Figure 1. Cell classes on the final placement (run 1).
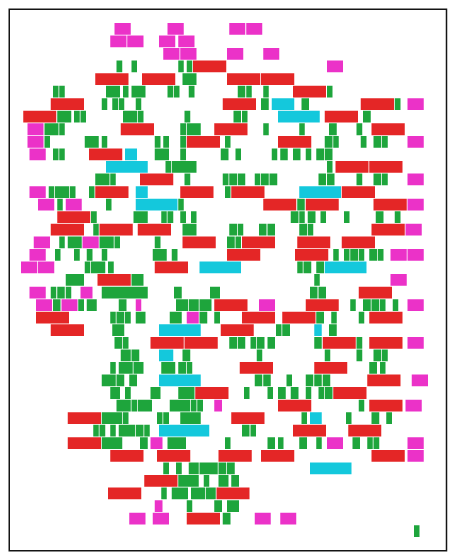
Figure 2. Routing congestion (run 1).
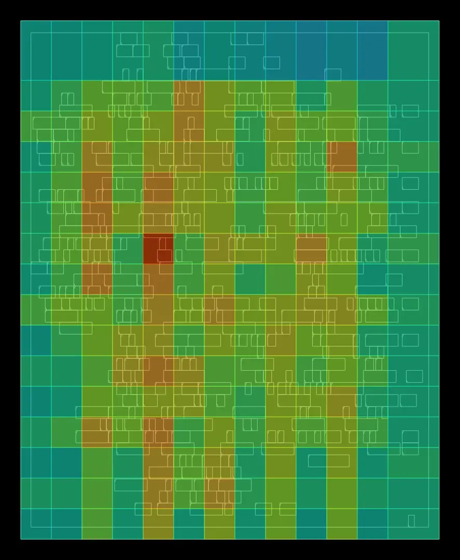
Figure 3. Where the registers sit (run 1).
Bar = 20 microns. Other sequential cells in the stronger grey, the rest of the logic in the fainter grey.
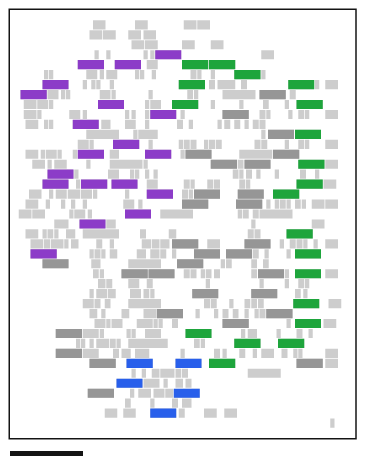
Figure 4. Signal wires by layer (run 1).
Bar = 20 microns.
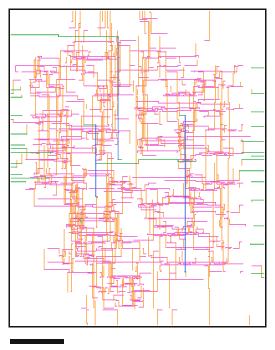
--- src/rtl/alu_spi_master.sv ---
// SPI mode-0 master: ships {opcode, a, b} MSB first, waits one SCLK period, then reads the result back.
// Define ALU_SPI_OPCHK_EN to reject unsupported opcodes with a one-cycle err pulse and no bus activity.
module alu_spi_master #(
  parameter int BIT_LENGTH    = 8,
  parameter int INSTR_LENGTH  = 20,
  parameter int OPCODE_LENGTH = 4,
  parameter int CLK_DIV       = 2
) (
  input  logic                     clk,
  input  logic                     rst,
  input  logic [BIT_LENGTH-1:0]    a,
  input  logic [BIT_LENGTH-1:0]    b,
  input  logic [OPCODE_LENGTH-1:0] opcode,
  input  logic                     start,
  output logic                     ready,
  output logic                     sclk,
  output logic                     cs_n,
  output logic                     mosi,
  input  logic                     miso,
  output logic [INSTR_LENGTH-1:0]  result,
  output logic                     res_valid,
  output logic                     err
);
  localparam int CNT_W = (2*CLK_DIV > 1) ? $clog2(2*CLK_DIV) : 1;
  localparam int BIT_W = (INSTR_LENGTH > 1) ? $clog2(INSTR_LENGTH) : 1;
  localparam logic [CNT_W-1:0] HALF_LAST = CNT_W'(CLK_DIV-1);
  localparam logic [CNT_W-1:0] PER_LAST  = CNT_W'(2*CLK_DIV-1);
  localparam logic [BIT_W-1:0] BIT_LAST  = BIT_W'(INSTR_LENGTH-1);

  typedef enum logic [2:0] {
    S_IDLE  = 3'd0,
    S_SETUP = 3'd1,
    S_TX    = 3'd2,
    S_TURN  = 3'd3,
    S_RX    = 3'd4,
    S_DONE  = 3'd5
  } state_t;

  state_t                  r_state, w_state_nxt;
  logic [CNT_W-1:0]        r_cnt;
  logic [BIT_W-1:0]        r_bit;
  logic [INSTR_LENGTH-1:0] r_tx_sh, r_rx_sh, r_result;
  logic                    r_ready, r_sclk, r_cs_n, r_mosi, r_res_valid, r_err;
  logic                    w_sclk_nxt, w_cs_n_nxt, w_mosi_nxt, w_res_valid_nxt, w_err_nxt;
  logic                    w_half_end, w_per_end, w_last_bit, w_op_ok, w_accept, w_sample;
  logic [INSTR_LENGTH-1:0] w_frame;

`ifdef ALU_SPI_OPCHK_EN
  function automatic logic f_op_legal(input logic [OPCODE_LENGTH-1:0] op);
    return (32'(op) <= 32'd8);
  endfunction
  assign w_op_ok = f_op_legal(opcode);
`else
  assign w_op_ok = 1'b1;
`endif

  assign w_frame    = {opcode, a, b};
  assign w_half_end = (r_cnt == HALF_LAST);
  assign w_per_end  = (r_cnt == PER_LAST);
  assign w_last_bit = (r_bit == BIT_LAST);
  assign w_accept   = start && r_ready && w_op_ok;
  // miso is taken on the clk edge that raises sclk, i.e. the slave's sampling edge
  assign w_sample   = ((r_state == S_TURN) && w_per_end) ||
                      ((r_state == S_RX) && w_per_end && !w_last_bit);

  // state register, phase/bit counters and shift registers
  always_ff @(posedge clk) begin
    if (rst) begin
      r_state  <= S_IDLE;
      r_cnt    <= {CNT_W{1'b0}};
      r_bit    <= {BIT_W{1'b0}};
      r_tx_sh  <= {INSTR_LENGTH{1'b0}};
      r_rx_sh  <= {INSTR_LENGTH{1'b0}};
      r_result <= {INSTR_LENGTH{1'b0}};
    end else begin
      r_state <= w_state_nxt;
      if ((r_state == S_IDLE) || (r_state != w_state_nxt) || w_per_end) begin
        r_cnt <= {CNT_W{1'b0}};
      end else begin
        r_cnt <= r_cnt + CNT_W'(1);
      end
      if (((r_state == S_TX) || (r_state == S_RX)) && w_per_end) begin
        r_bit <= w_last_bit ? {BIT_W{1'b0}} : (r_bit + BIT_W'(1));
      end else if ((r_state == S_TX) || (r_state == S_RX)) begin
        r_bit <= r_bit;
      end else begin
        r_bit <= {BIT_W{1'b0}};
      end
      if (w_accept) begin
        r_tx_sh <= w_frame;
      end else if ((r_state == S_TX) && w_half_end) begin
        r_tx_sh <= {r_tx_sh[INSTR_LENGTH-2:0], 1'b0};
      end else begin
        r_tx_sh <= r_tx_sh;
      end
      if (w_accept) begin
        r_rx_sh <= {INSTR_LENGTH{1'b0}};
      end else if (w_sample) begin
        r_rx_sh <= {r_rx_sh[INSTR_LENGTH-2:0], miso};
      end else begin
        r_rx_sh <= r_rx_sh;
      end
      r_result <= (r_state == S_DONE) ? r_rx_sh : r_result;
    end
  end

  // next-state decode
  always_comb begin
    w_state_nxt = r_state;
    case (r_state)
      S_IDLE:  w_state_nxt = w_accept ? S_SETUP : S_IDLE;
      S_SETUP: w_state_nxt = w_half_end ? S_TX : S_SETUP;
      S_TX:    w_state_nxt = (w_per_end && w_last_bit) ? S_TURN : S_TX;
      S_TURN:  w_state_nxt = w_per_end ? S_RX : S_TURN;
      S_RX:    w_state_nxt = (w_per_end && w_last_bit) ? S_DONE : S_RX;
      S_DONE:  w_state_nxt = S_IDLE;
      default: w_state_nxt = S_IDLE;
    endcase
  end

  // next values for the registered bus/status outputs; each period is high half then low half
  always_comb begin
    w_sclk_nxt      = 1'b0;
    w_cs_n_nxt      = 1'b1;
    w_mosi_nxt      = 1'b0;
    w_res_valid_nxt = 1'b0;
    w_err_nxt       = 1'b0;
    case (r_state)
      S_IDLE: begin
        w_err_nxt  = start && r_ready && !w_op_ok;
        w_cs_n_nxt = !w_accept;
        w_mosi_nxt = w_accept ? w_frame[INSTR_LENGTH-1] : 1'b0;
      end
      S_SETUP: begin
        w_cs_n_nxt = 1'b0;
        w_mosi_nxt = r_mosi;
        w_sclk_nxt = w_half_end;
      end
      S_TX: begin
        w_cs_n_nxt = 1'b0;
        if (w_half_end) begin
          w_sclk_nxt = 1'b0;
          w_mosi_nxt = r_tx_sh[INSTR_LENGTH-2];
        end else if (w_per_end) begin
          w_sclk_nxt = !w_last_bit;
          w_mosi_nxt = r_mosi;
        end else begin
          w_sclk_nxt = r_sclk;
          w_mosi_nxt = r_mosi;
        end
      end
      S_TURN: begin
        w_cs_n_nxt = 1'b0;
        w_sclk_nxt = w_per_end;
      end
      S_RX: begin
        if (w_half_end) begin
          w_sclk_nxt = 1'b0;
          w_cs_n_nxt = 1'b0;
        end else if (w_per_end) begin
          w_sclk_nxt = !w_last_bit;
          w_cs_n_nxt = w_last_bit;
        end else begin
          w_sclk_nxt = r_sclk;
          w_cs_n_nxt = 1'b0;
        end
      end
      S_DONE:  w_res_valid_nxt = 1'b1;
      default: w_cs_n_nxt = 1'b1;
    endcase
  end

  // output registers
  always_ff @(posedge clk) begin
    if (rst) begin
      r_ready     <= 1'b1;
      r_sclk      <= 1'b0;
      r_cs_n      <= 1'b1;
      r_mosi      <= 1'b0;
      r_res_valid <= 1'b0;
      r_err       <= 1'b0;
    end else begin
      r_ready     <= (w_state_nxt == S_IDLE);
      r_sclk      <= w_sclk_nxt;
      r_cs_n      <= w_cs_n_nxt;
      r_mosi      <= w_mosi_nxt;
      r_res_valid <= w_res_valid_nxt;
      r_err       <= w_err_nxt;
    end
  end

  assign ready     = r_ready;
  assign sclk      = r_sclk;
  assign cs_n      = r_cs_n;
  assign mosi      = r_mosi;
  assign result    = r_result;
  assign res_valid = r_res_valid;
  assign err       = r_err;
endmodule
--- config.mk ---
export PLATFORM = sky130hd
export DESIGN_NAME = alu_spi_master
export DESIGN_NICKNAME = d
export VERILOG_FILES = /design/src/rtl/alu_spi_master.sv
export SDC_FILE = /design/constraint.sdc
export NUM_CORES = 1
export LEC_CHECK = 0
export CORE_ASPECT_RATIO = 1.25
export CORE_MARGIN = 2
export CORE_UTILIZATION = 30
export CTS_BUF_LIST = sky130_fd_sc_hd__clkbuf_4 sky130_fd_sc_hd__clkbuf_8 sky130_fd_sc_hd__clkbuf_16
export CTS_CLUSTER_SIZE = 40
export DETAILED_ROUTE_END_ITERATION = 16
export PLACE_DENSITY = 0.49
export RECOVER_POWER = 100
export SYNTH_ARGS = -nofsm -noshare
export SYNTH_HDL_FRONTEND = slang
export SYNTH_SLANG_ARGS = --single-unit
--- constraint.sdc ---
create_clock -name clk -period 2.8 [get_ports clk]
set_input_delay 0.56 -clock clk [delete_from_list [all_inputs] [get_ports clk]]
set_output_delay 0.56 -clock clk [all_outputs]
set_load 0.05 [all_outputs]
==> qor.txt, run 1 <==
Buffers on Ports = 48
Hold EP = result[7]
Data arrival, critical path = 2.40 ns
Data buffer area share = 13.12%
number of warnings in the stage logs = 27
share of cells above drive strength 1 = 6.731%
met3 wire len = 240 microns
Final Cycle Share = 77.30%
hold crit path type = reg -> reg
Static Leak = 1.359 nW
drt first pass iters = 4
n_taps = 129
Mapped Avg Cell Area = 8.121 sq um
Total Power = 2.473 mW
Synth area leaders = dfxtp_1 (48%), nand2_1 (13%), a311oi_1 (4.9%), a21oi_1 (4.3%), nor2_1 (3.9%)
CLK BUF = 10
Most common reg cell = dfxtp_1
Top Layout Cells = nand2_1 (105), dfxtp_1 (74), nor2_1 (31), o21ai_0 (27)
Floorplan Nets = 404
Final min period = 2.164 ns
outcome = finished, final reports clean
xor/xnor share = 0.5721%
r2r setup slk = 0.67 ns
simple share = 26.44%
Worst Path Max Fanout = 19
Synth warnings = 0
Crit. End Element = register
Fmax = 462.0 MHz
Syn Inst Count = 377
Max Slew Vio Count = 0
peak supply drop = 0.3089 mV
drt drc = 0
Chip Area, Yosys = 0.003062 sq mm
cts bufs inserted = 9
root buf cell = clkbuf_16
Registers, synthesis = 74
Seq area share = 38.34%
HPWL after DPL = 4126 microns
max_cap viols = 0
Floorplan Utilization = 30.61%
About Figure 1:
colour	class	cells	share of their area
magenta	remaining buffers and delay cells	53	14%
cyan	clock drivers and dummy loads	16	8.2%
red	sequential cells	74	40%
green	remaining logic cells	273	38%
placeable core area: 0.01000 sq mm
Final Cell Area: 0.003864 sq mm

About Figure 2:
gr busiest metal: met2
gr usage total: 12.06%
drt wl/cell: 11.26 microns
met3 GRT Util: 2.753%
GRT met2 Usage: 19.14%

About Figure 3:
colour	name in the netlist	placed flops
purple	r_tx_sh	19
green	result	20
blue	r_bit	5

About Figure 4:
colour	layer	wire length
blue	M4	130 microns
green	M3	240 microns
magenta	M1	2870 microns
orange	M2	2900 microns

==> run 1: registers in the layout, indices dropped and copies added (netlist names) <==
name / count
cs_n: 1
mosi: 1
r_bit: 5
r_cnt: 2
r_rx_sh: 20
r_state: 3
r_tx_sh: 19
ready: 1
res_valid: 1
result: 20
sclk: 1
==> run 1: per-stage QoR <==
stage,cells,instance area (sq um)
floorplan,377,3062
global placement,529,3570
global route,545,3864
finish,545,3864
detailed placement,529,3570
CTS,545,3875
==> run 1: worst max-delay path: stages <==
cell	delay, ns
dlygate4sd3_1	0.54
and2_0	0.26
clkbuf_1	0.63
nand2_1	0.14
a311oi_1	0.26
==> run 1: power by group <==
part / leakage, nW / internal [mW] / switching (mW)
Combinational: 0.617 / 0.0862 / 0.125
Sequential: 0.601 / 1.09 / 0.0262
Clock: 0.141 / 0.713 / 0.432
## Run 2: what changed since run 1
==> constraint.sdc (replaced) <==
create_clock -name clk -period 2.2 [get_ports clk]
set_input_delay 0.44 -clock clk [delete_from_list [all_inputs] [get_ports clk]]
set_output_delay 0.44 -clock clk [all_outputs]
set_load 0.05 [all_outputs]
Figure 5. Cell classes on the final placement (run 2).
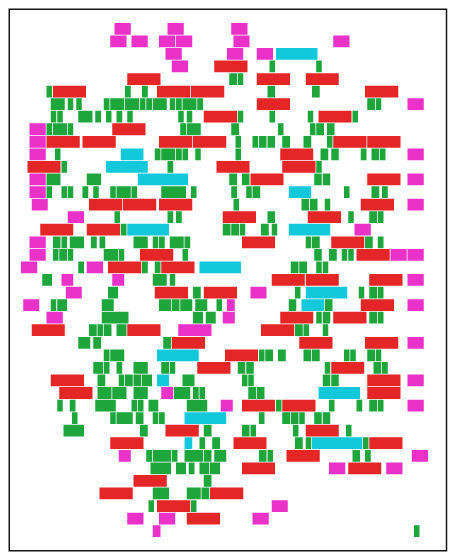
colour	class	cells	share of their area
green	remaining logic cells	273	37%
red	sequential cells	74	39%
cyan	clock drivers and dummy loads	16	9.0%
magenta	remaining buffers and delay cells	56	15%
Final Cell Area: 0.003915 sq mm
row count: 41
Final Util: 39.14%
Seq area share: 37.84%

==> qor.txt, run 2 <==
outcome = finished, final reports clean
simple share = 26.44% (unchanged)
Syn Inst Count = 377 (unchanged)
Placed Cells = 532 (+0.57%)
Combinational Power = 275 uW (+30%)
sw power = 745.3 uW (+28%)
share of cells above drive strength 1 = 7.399% (+0.67 points)
Combinational Power Share = 8.2% (-0.4 points)
Final min period = 2.001 ns
Top Layout Cells = nand2_1 (105), dfxtp_1 (74), nor2_1 (31), o21ai_0 (27), a21oi_1 (26)
Data arrival, critical path = 1.56 ns (-0.84 ns)
crit path cell chain = dlygate4sd3_1
Most common reg cell = dfxtp_1
internal power = 2.586 mW (+37%)
Synth warnings = 0 (unchanged)
HPWL after DPL = 4132 microns (+0.13%)
Chip Area, Yosys = 0.003062 sq mm (unchanged)
Placed Area = 0.003605 sq mm (+0.98%)
top power group = the clock network
peak supply drop = 0.4061 mV (+31%)
hold crit path type = reg -> reg
Floorplan Utilization = 30.61% (unchanged)
Static Leak = 1.401 nW (+3.2%)
drt first pass iters = 6 (+2)
Reg power frac = 42.6% (-2.6 points)
crit-path leading delay family = buffers and inverters
Worst Path Max Fanout = 2 (-17)
Registers, synthesis = 74 (unchanged)
Final Cycle Share = 90.95%
Hold EP = result[7]
Synth area leaders = dfxtp_1 (48%), nand2_1 (13%), a311oi_1 (4.9%), a21oi_1 (4.3%), nor2_1 (3.9%)
Figure 6. Signal wires by layer (run 2).
Bar = 20 microns.
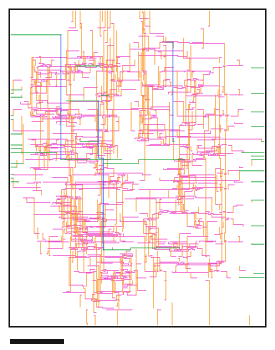
colour	layer	wire length
green	M3	257 microns
blue	M4	140 microns
orange	M2	2930 microns
magenta	M1	3000 microns
via count: 2547
drt wl/cell: 11.55 microns
gr usage total: 12.18%

## run 2: cell counts after synthesis
No cell type changed its count.
## run 2: tightest hold or removal path, delay by kind of cell, from the launching register on
kind | cells | cell delay (ns)
flip-flops | 1 | 0.30
AND/OR/NAND/NOR | 1 | 0.05
AND-OR/OR-AND | 1 | 0.05
## run 2: layout make-up
| type | instances | area [sq um] |
|---|---|---|
| clock buffers | 12 | 266.5 |
| clock inverters | 4 | 72.57 |
| fillers | 1066 | 6088 |
| inverters | 4 | 15.01 |
| multi-input cells | 269 | 1373 |
| flip-flops and latches | 74 | 1481 |
| well taps | 129 | 161.4 |
| repair buffers | 56 | 545.5 |
## run 2: metal layers
metal	wire, microns	part of all wire (%)	GRT usage, %
met1	3003	47	14.96
met5	0	0	0
met2	2929	46	19.52
met3	257	4.1	3.393
met4	139	2.2	6.377
Power and IR drop assume default switching activity.
